Figure 1. Drive-strength map (run 1).
(3 px per micron)
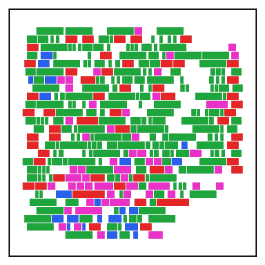
Figure 2. Zoomed window (run 1).
Window x 16 to 66, y 32 to 82 microns. Cells in grey, sequential cells in the stronger grey; small squares are vias.
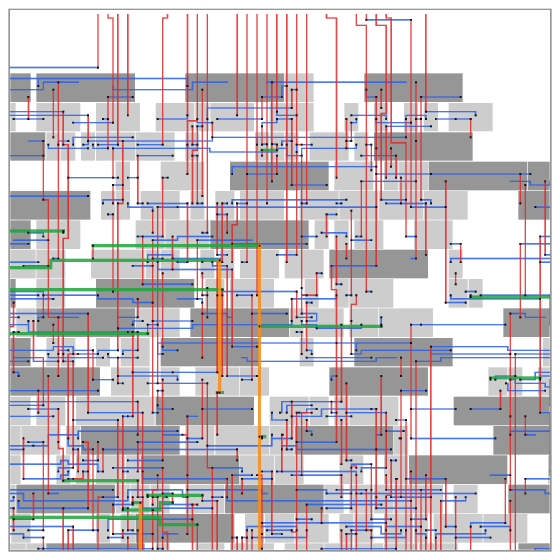
Figure 3. Floorplan with the power grid (run 1).
(6 px per micron) Pins as bars on the die edge.
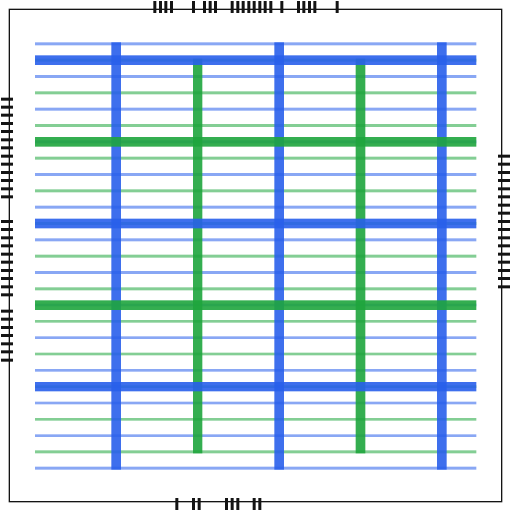
$ cat src/rtl/mem_stage_ctrl.sv
// Memory-stage controller: runs the data-RAM req/ack handshake for loads and
// stores, stalls upstream while busy and drives the MEM/WB register bundle.
module mem_stage_ctrl #(
  parameter int ADDR_W  = 8,
  parameter int DATA_W  = 8,
  parameter int TIMEOUT = 15
) (
  input  logic              clk,
  input  logic              rst_n,
  input  logic [1:0]        WB_in,
  input  logic              read,
  input  logic              write,
  input  logic [ADDR_W-1:0] alu_RAM_address,
  input  logic [DATA_W-1:0] RAM_data,
  input  logic [3:0]        mux1_in,
  output logic              stall,
  output logic              ram_req,
  output logic              ram_we,
  output logic [ADDR_W-1:0] ram_addr,
  output logic [DATA_W-1:0] ram_wdata,
  input  logic [DATA_W-1:0] ram_rdata,
  input  logic              ram_ack,
  output logic [1:0]        WB_O,
  output logic [DATA_W-1:0] mem_read_data,
  output logic [ADDR_W-1:0] alu_result_O,
  output logic [3:0]        mux1_O,
  output logic              mem_err
);

  localparam int CW = $clog2(TIMEOUT + 2);
  localparam logic [CW-1:0] TO_LAST = CW'((TIMEOUT > 0) ? TIMEOUT - 1 : 0);

  typedef enum logic [1:0] {IDLE, ACCESS, DONE} state_t;

  typedef struct packed {
    logic              req;
    logic              we;
    logic [ADDR_W-1:0] addr;
    logic [DATA_W-1:0] wdata;
  } ram_rq_t;

  typedef struct packed {
    logic [1:0]        wb;
    logic [DATA_W-1:0] rdata;
    logic [ADDR_W-1:0] alu;
    logic [3:0]        mux;
  } mem_wb_t;

  state_t          state, state_d;
  ram_rq_t         rq_q, rq_d;
  mem_wb_t         wb_q, wb_d;
  logic [CW-1:0]   cnt_q, cnt_d;
  logic            err_q, err_d;
  logic            to_hit;

  // cnt_q counts ACCESS edges already passed without ack
  assign to_hit = (TIMEOUT != 0) && (cnt_q == TO_LAST);

  always_comb begin
    state_d = state;
    rq_d    = rq_q;
    wb_d    = wb_q;
    cnt_d   = cnt_q;
    err_d   = err_q;
    case (state)
      IDLE: begin
        if (read | write) begin
          rq_d.req   = 1'b1;
          rq_d.we    = write;
          rq_d.addr  = alu_RAM_address;
          rq_d.wdata = RAM_data;
          wb_d.wb    = 2'b00;
          cnt_d      = '0;
          state_d    = ACCESS;
        end else begin
          wb_d.wb    = WB_in;
          wb_d.rdata = '0;
          wb_d.alu   = alu_RAM_address;
          wb_d.mux   = mux1_in;
        end
      end
      ACCESS: begin
        if (ram_ack) begin
          rq_d.req   = 1'b0;
          wb_d.wb    = WB_in;
          wb_d.rdata = rq_q.we ? '0 : ram_rdata;
          wb_d.alu   = rq_q.addr;
          wb_d.mux   = mux1_in;
          state_d    = DONE;
        end else if (to_hit) begin
          rq_d.req   = 1'b0;
          err_d      = 1'b1;
          wb_d.wb    = 2'b00;
          wb_d.rdata = '0;
          state_d    = DONE;
        end else if (cnt_q != '1) begin
          cnt_d = cnt_q + CW'(1);
        end
      end
      DONE: begin
        wb_d.wb = 2'b00;
        state_d = IDLE;
      end
      default: state_d = IDLE;
    endcase
  end

  // pipeline registers update on the falling edge
  always_ff @(negedge clk or negedge rst_n) begin
    if (!rst_n) begin
      state <= IDLE;
      rq_q  <= '0;
      wb_q  <= '0;
      cnt_q <= '0;
      err_q <= 1'b0;
    end else begin
      state <= state_d;
      rq_q  <= rq_d;
      wb_q  <= wb_d;
      cnt_q <= cnt_d;
      err_q <= err_d;
    end
  end

  assign stall         = rst_n & (((state == IDLE) & (read | write)) | (state == ACCESS));
  assign ram_req       = rq_q.req;
  assign ram_we        = rq_q.we;
  assign ram_addr      = rq_q.addr;
  assign ram_wdata     = rq_q.wdata;
  assign WB_O          = wb_q.wb;
  assign mem_read_data = wb_q.rdata;
  assign alu_result_O  = wb_q.alu;
  assign mux1_O        = wb_q.mux;
  assign mem_err       = err_q;

endmodule
$ cat config.mk
export PLATFORM = sky130hd
export DESIGN_NAME = mem_stage_ctrl
export DESIGN_NICKNAME = d
export VERILOG_FILES = /design/src/rtl/mem_stage_ctrl.sv
export SDC_FILE = /design/constraint.sdc
export NUM_CORES = 1
export LEC_CHECK = 0
export CORE_MARGIN = 4
export CORE_UTILIZATION = 40
export DETAILED_ROUTE_END_ITERATION = 10
export PLACE_DENSITY = 0.75
export SKIP_LAST_GASP = 1
export SLEW_MARGIN = 20
export SYNTH_ARGS = -nofsm -noshare
export SYNTH_HDL_FRONTEND = slang
export SYNTH_SLANG_ARGS = --single-unit
$ cat constraint.sdc
create_clock -name clk -period 2 [get_ports clk]
set_clock_uncertainty 0.05 [all_clocks]
set_input_delay 0.4 -clock clk [delete_from_list [all_inputs] [get_ports clk]]
set_output_delay 0.4 -clock clk [all_outputs]
set_load 0.02 [all_outputs]
==> run_results.csv, run 1 <==
group,metric,value,unit
run,drv_cap,0,
placement,place_inst,386,
critical_path,r2r_slack,-0.14,ns
clock_tree,post_cts_resized,272,
status,status,"finished with violations",
logic_synthesis,numSynthFlops,48,
placement,dp_hpwl,4070,microns
sta,rsz0062_at_grt,"yes",
placement,gp_congestion,0.783,
clock_tree,root_buffer,"clkbuf_8",
critical_path,crit_path_cell_trace,"inv_2, ha_4, o21a_1, o21a_4, buf_6",
global_route,grt.met3_usage,7.13,%
pwr,power_clock,0.822,mW
critical_path,crit_type,"flop to output port",
logic_synthesis,yosys_cells,224,
global_route,grtUsageTotal,18.4,%
final_layout,lay_top_count,"nand2_1",
status,violations,"negative setup slack",
critical_path,rr_worst_depth,7,
global_route,grt_pass1_vias,2017,
floorplanning,io_pins,77,
logic_synthesis,avgSynthCellArea,9.73,sq um
drt,ant_nets,0,
clock_tree,h-tree-depth,2,
sta,worst_slack,-0.831,ns
pwr,p_int,3.69,mW
logic_synthesis,synth_cell_types,32,
critical_path,slowest_stage,"dfrtn_1",
min_path,worst_hold_path.endpoint,"ram_wdata[2]",
pwr,pwr-share-comb,57.8,%
final_layout,final_cells,413,
critical_path,crit_path_max_fanout,3,
clock_tree,clkSlewWorstSetupHoldPaths,0.06,ns
sta,setup_viol,87,
global_route,met2_usage,30.5,%
global_route,busiest_layer,"met2",
pwr,fin_total_pwr,6.03,mW
logic_synthesis,edf_count,0,
logic_synthesis,top_cell_area_share,55.1,%
Notes on Figure 1 above:
Key: green = _0 and _1 cells [cells 217, share 63%]; magenta = _3 and _4 cells [cells 53, share 15%]; blue = _2 cells [cells 21, share 6.1%]; red = _6 and larger [cells 52, share 15%]

Notes on Figure 2 above:
Key: orange = metal 4; green = metal 3; red = metal 2; blue = metal 1
Most frequent: nand2_1 (40), dfrtn_1 (26). 149 logic cells have their middle in the window. Netlist names of flops here include `alu_result_O` (7), `ram_addr` (5), `ram_wdata` (5). Sequential cells in the window: 26.

Notes on Figure 3 above:
Key: green = VDD; blue = VSS
The core has 26 rows. 5 straps on met4. 77 signal pins sit on the boundary.

==> run 1: through the flow <==
step           setup WS, ns  hold slack [ns]  util, %
2_1_floorplan        -0.585            0.438        -
4_1_cts              -0.839            0.405     67.7
3_3_place_gp          -1.02            0.368     62.0
5_1_grt              -0.876            0.427     69.7
6_report             -0.831            0.402     69.7
3_5_place_dp          -1.05            0.378     62.0
==> run 1: metal layers <==
layer,vias to the layer above,part of all wire (%)
met1,947,43
li1,988,-
met2,78,47
met5,-,0
met4,0,0.98
met3,8,8.4
==> run 1: area by class of cell <==
cell class	instances	area [sq um]	share of cell area [%]
Inverter	3	11.3	0.310
Clock inverter	2	60.1	1.66
Multi-Input combinational cell	164	1040	28.8
Tap cell	70	87.6	2.41
Sequential cell	48	1200	33.1
Timing Repair Buffer	121	1160	31.9
Clock buffer	5	68.8	1.90
## Run 2: what changed since run 1
--- a/config.mk
+++ b/config.mk
@@ -5,6 +5,7 @@
 export SDC_FILE = /design/constraint.sdc
 export NUM_CORES = 1
 export LEC_CHECK = 0
+export ABC_CLOCK_PERIOD_IN_PS = 2000
 export CORE_MARGIN = 4
 export CORE_UTILIZATION = 40
 export DETAILED_ROUTE_END_ITERATION = 10
Figure 4. Floorplan with the power grid (run 2).
(6 px per micron) Pins as bars on the die edge.
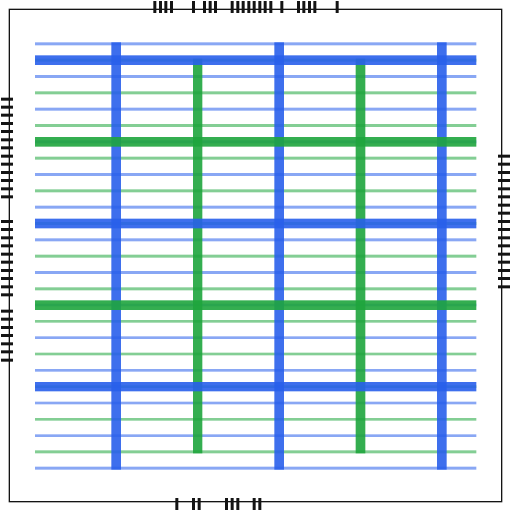
Key: blue = VSS; green = VDD
77 signal pins sit on the boundary. The core has 26 rows.

==> run_results.csv, run 2 <==
group,metric,value,unit
final_layout,comb_area,0.00104,sq mm
sta,setup_viol,87,
placement,place_inst,386,
drt,wl_met1,2600,microns
global_route,busiest_layer,"met2",
logic_synthesis,numSynthFlops,48,
pwr,fin_total_pwr,6.03,mW
final_layout,final_cells,413,
placement,gp_congestion,0.783,
min_path,worst_hold_path.endpoint,"ram_wdata[2]",
floorplanning,die_area,0.00669,sq mm
global_route,grtUsageMet1,22.9,%
status,status,"finished with violations",
sta,worst_slack,-0.831,ns
critical_path,crit_required,1.55,ns
sta,hold_slack,0.402,ns
critical_path,crit_path_cell_trace,"inv_2, ha_4, o21a_1, o21a_4, buf_6",
floorplanning,coreArea,0.00520,sq mm
critical_path,worstPathArrival,2.38,ns
critical_path,crit_path_max_fanout,3,
logic_synthesis,ys.warnings.count,0,
clock_tree,h-tree-depth,2,
final_layout,lay_top_count,"nand2_1",
placement,pre_cts_ws,-1.05,ns
logic_synthesis,avgSynthCellArea,9.73,sq um
logic_synthesis,edf_count,0,
drt,wl_met2,2850,microns
logic_synthesis,fa_ha_area_share,4.02,%
critical_path,rr_worst_depth,7,
critical_path,slowest_stage,"dfrtn_1",
global_route,grt_pass1_vias,2017,
placement,dp_hpwl,4070,microns
floorplanning,io_pins,77,
drt,ant_nets,0,
logic_synthesis,floorplan.nets,266,
critical_path,r2r_slack,-0.14,ns
status,violations,"negative setup slack",
final_layout,final_cell_mix,"73 x nand2_1, 48 x dfrtn_1, 44 x buf_6",
critical_path,crit_type,"flop to output port",
global_route,grt.met3_usage,7.13,%
sta,rsz0062_at_grt,"yes",
logic_synthesis,top_cell_area_share,55.1,%
run,drv_cap,0,
clock_tree,post_cts_resized,272,
final_layout,seq_area,0.00120,sq mm
logic_synthesis,xor_share,0,%
logic_synthesis,ys_sh_simple,20.5,%
final_layout,drive_gt1_share,36.7,%
logic_synthesis,synth_cell_types,32,
drt,top_layer,"met4",
min_path,hold_class,"flop to flop",
final_layout,finish.utilization,69.7,%
clock_tree,root_buffer,"clkbuf_8",
global_route,grtUsageTotal,18.4,%
clock_tree,clock_sinks,48,
clock_tree,clkSlewWorstSetupHoldPaths,0.06,ns
logic_synthesis,common_cells,"74 x nand2_1, 48 x dfrtn_1, 15 x nor2_1, 10 x a21oi_1, 10 x o21ai_0",
logic_synthesis,compound_area_share,10.4,%
critical_path,cp_slowest_stage_delay,0.42,ns
drt,dr_wl_met3,507,microns
Figure 5. Drive-strength map (run 2).
(3 px per micron)
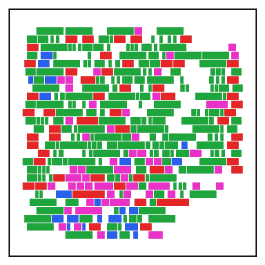
Key: red = _6 and larger [cells 52, share 15%]; green = _0 and _1 cells [cells 217, share 63%]; magenta = _3 and _4 cells [cells 53, share 15%]; blue = _2 cells [cells 21, share 6.1%]

-- run 2: cell counts after synthesis --
Identical to the previous run, type by type.
-- run 2: logic make-up after synthesis --
logic type                 Yosys count
AOI/OAI and AO/OA                   36
and+or+nand+nor                    105
buffers and inverters               13
DFF                                 48
muxes                               15
adders and majority gates            7
-- run 2: cell type report --
class	instances	area share (%)
multi-input cells	164	28.8
clock buffers	5	1.90
well taps	70	2.41
clock inverters	2	1.66
inverters	3	0.310
flip-flops and latches	48	33.1
repair buffers	121	31.9
-- run 2: power by group --
part           leakage [nW]  internal, mW  total (mW)  switching [mW]
clock network        0.0642         0.492       0.822           0.329
logic                  1.08          1.79        3.48            1.69
registers             0.602          1.41        1.72           0.309
## Run 3: what changed since run 2
--- a/config.mk
+++ b/config.mk
@@ -9,6 +9,7 @@
 export CORE_MARGIN = 4
 export CORE_UTILIZATION = 40
 export DETAILED_ROUTE_END_ITERATION = 10
+export GPL_ROUTABILITY_DRIVEN = 1
 export PLACE_DENSITY = 0.75
 export SKIP_LAST_GASP = 1
 export SLEW_MARGIN = 20
Figure 6. Floorplan with the power grid (run 3).
(6 px per micron) Pins as bars on the die edge.
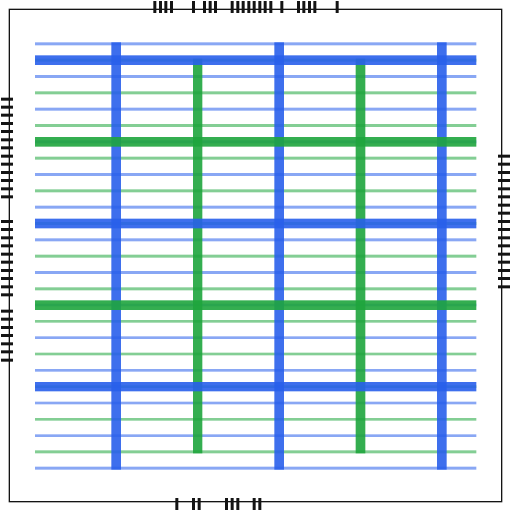
Key: blue = VSS; green = VDD
77 signal pins sit on the boundary. 27 met1 rails follow the rows. The core has 26 rows. 5 straps on met5. 5 straps on met4.

==> run_results.csv, run 3 <==
group,metric,value,unit
final_layout,nFlopsAndLatches,48,
clock_tree,clock_sinks,48,
final_layout,seq_area,0.00120,sq mm
final_layout,bufAreaShareNonClock,31.9,%
final_layout,comb_area_share,28.8,%
floorplanning,io_pins,77,
pwr,fin_total_pwr,6.03,mW
min_path,worst_hold_path.endpoint,"ram_wdata[2]",
final_layout,finish.utilization,69.7,%
final_layout,comb_area,0.00104,sq mm
sta,rsz0062_at_grt,"yes",
final_layout,largest_class,"flip-flops and latches",
floorplanning,coreArea,0.00520,sq mm
clock_tree,h-tree-depth,2,
final_layout,seq-cell-share,33.1,%
final_layout,buffers,121,
logic_synthesis,synth_cell_types,32,
placement,pre_cts_ws,-1.05,ns
final_layout,final_cells,413,
run,drv_cap,0,
critical_path,crit_path_max_fanout,3,
critical_path,rr_worst_depth,7,
clock_tree,root_buffer,"clkbuf_8",
placement,dp_hpwl,4070,microns
placement,gp_congestion,0.783,
status,violations,"negative setup slack",
global_route,grt_pass1_vias,2017,
final_layout,clkCellAreaFrac,3.55,%
critical_path,crit_required,1.55,ns
clock_tree,hold_buffers,0,
final_layout,lay_top_count,"nand2_1",
clock_tree,clkSlewWorstSetupHoldPaths,0.06,ns
final_layout,drive_gt1_share,36.7,%
critical_path,cp_slowest_stage_delay,0.42,ns
critical_path,crit_path_cell_trace,"inv_2, ha_4, o21a_1, o21a_4, buf_6",
placement,io_buffers,76,
logic_synthesis,avgSynthCellArea,9.73,sq um
sta,hold_slack,0.402,ns
critical_path,r2r_slack,-0.14,ns
sta,setup_viol,87,
logic_synthesis,edf_count,0,
clock_tree,post_cts_resized,272,
critical_path,slowest_stage,"dfrtn_1",
drt,ant_nets,0,
logic_synthesis,ys.warnings.count,0,
logic_synthesis,synthArstFlopShare,100,%
logic_synthesis,numSynthFlops,48,
logic_synthesis,top_cell_area_share,55.1,%
critical_path,crit_type,"flop to output port",
final_layout,clockBufferCount,5,
sta,worst_slack,-0.831,ns
global_route,grtUsageTotal,18.4,%
critical_path,worstPathArrival,2.38,ns
min_path,hold_class,"flop to flop",
status,status,"finished with violations",
logic_synthesis,common_cells,"74 x nand2_1, 48 x dfrtn_1, 15 x nor2_1, 10 x a21oi_1, 10 x o21ai_0",
clock_tree,numCtsBuffers,5,
logic_synthesis,topCellsByArea,"dfrtn_1 55%, nand2_1 13%, ha_1 4.0%",
final_layout,final_cell_mix,"73 x nand2_1, 48 x dfrtn_1, 44 x buf_6",
floorplanning,die_area,0.00669,sq mm
final_layout,inv_count,3,
placement,place_inst,386,
Figure 7. Signal metal coverage by tile (run 3).
(4 px per micron) 16 x 16 tiles, from dark purple (low) to yellow (high), scaled to the fullest tile. Values are wire area over tile area, all layers added.
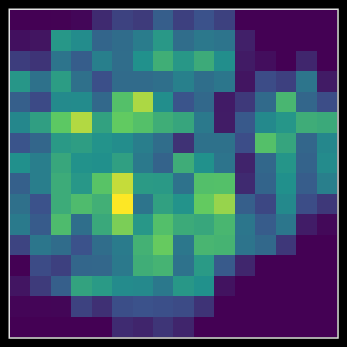
The emptiest ninth of the die: south-east. The mean over all tiles is 0.15. 19% of the tiles are nearly empty. 26% of the tiles are over half the peak. The fullest tile reaches 0.45.

-- run 3: kinds of logic after synthesis --
group	count (synthesis)	share of synthesized area, %
muxes	15	7.29
DFF	48	55.1
buffers and inverters	13	2.64
and+or+nand+nor	105	20.5
adders and majority gates	7	4.02
AOI/OAI and AO/OA	36	10.4
-- run 3: worst min-delay path, delay by kind of cell (launching register included) --
family,cells,cell delay (ns)
flops,1,0.42
simple gates,2,0.12
-- run 3: report_power, final --
part / switching (mW) / internal [mW]
clock: 0.329 / 0.492
combinational: 1.69 / 1.79
sequential: 0.309 / 1.41
-- run 3: per-layer routing --
metal  GRT usage, %  vias to the layer above  wire length [microns]
met5              0                        -                      0
met4           4.15                        0                     59
met3           7.13                        8                    507
met2           30.5                       78                   2850
met1           22.9                      947                   2600
li1               -                      988                      -
No activity file was given, so power comes from the tool's default toggle rates.
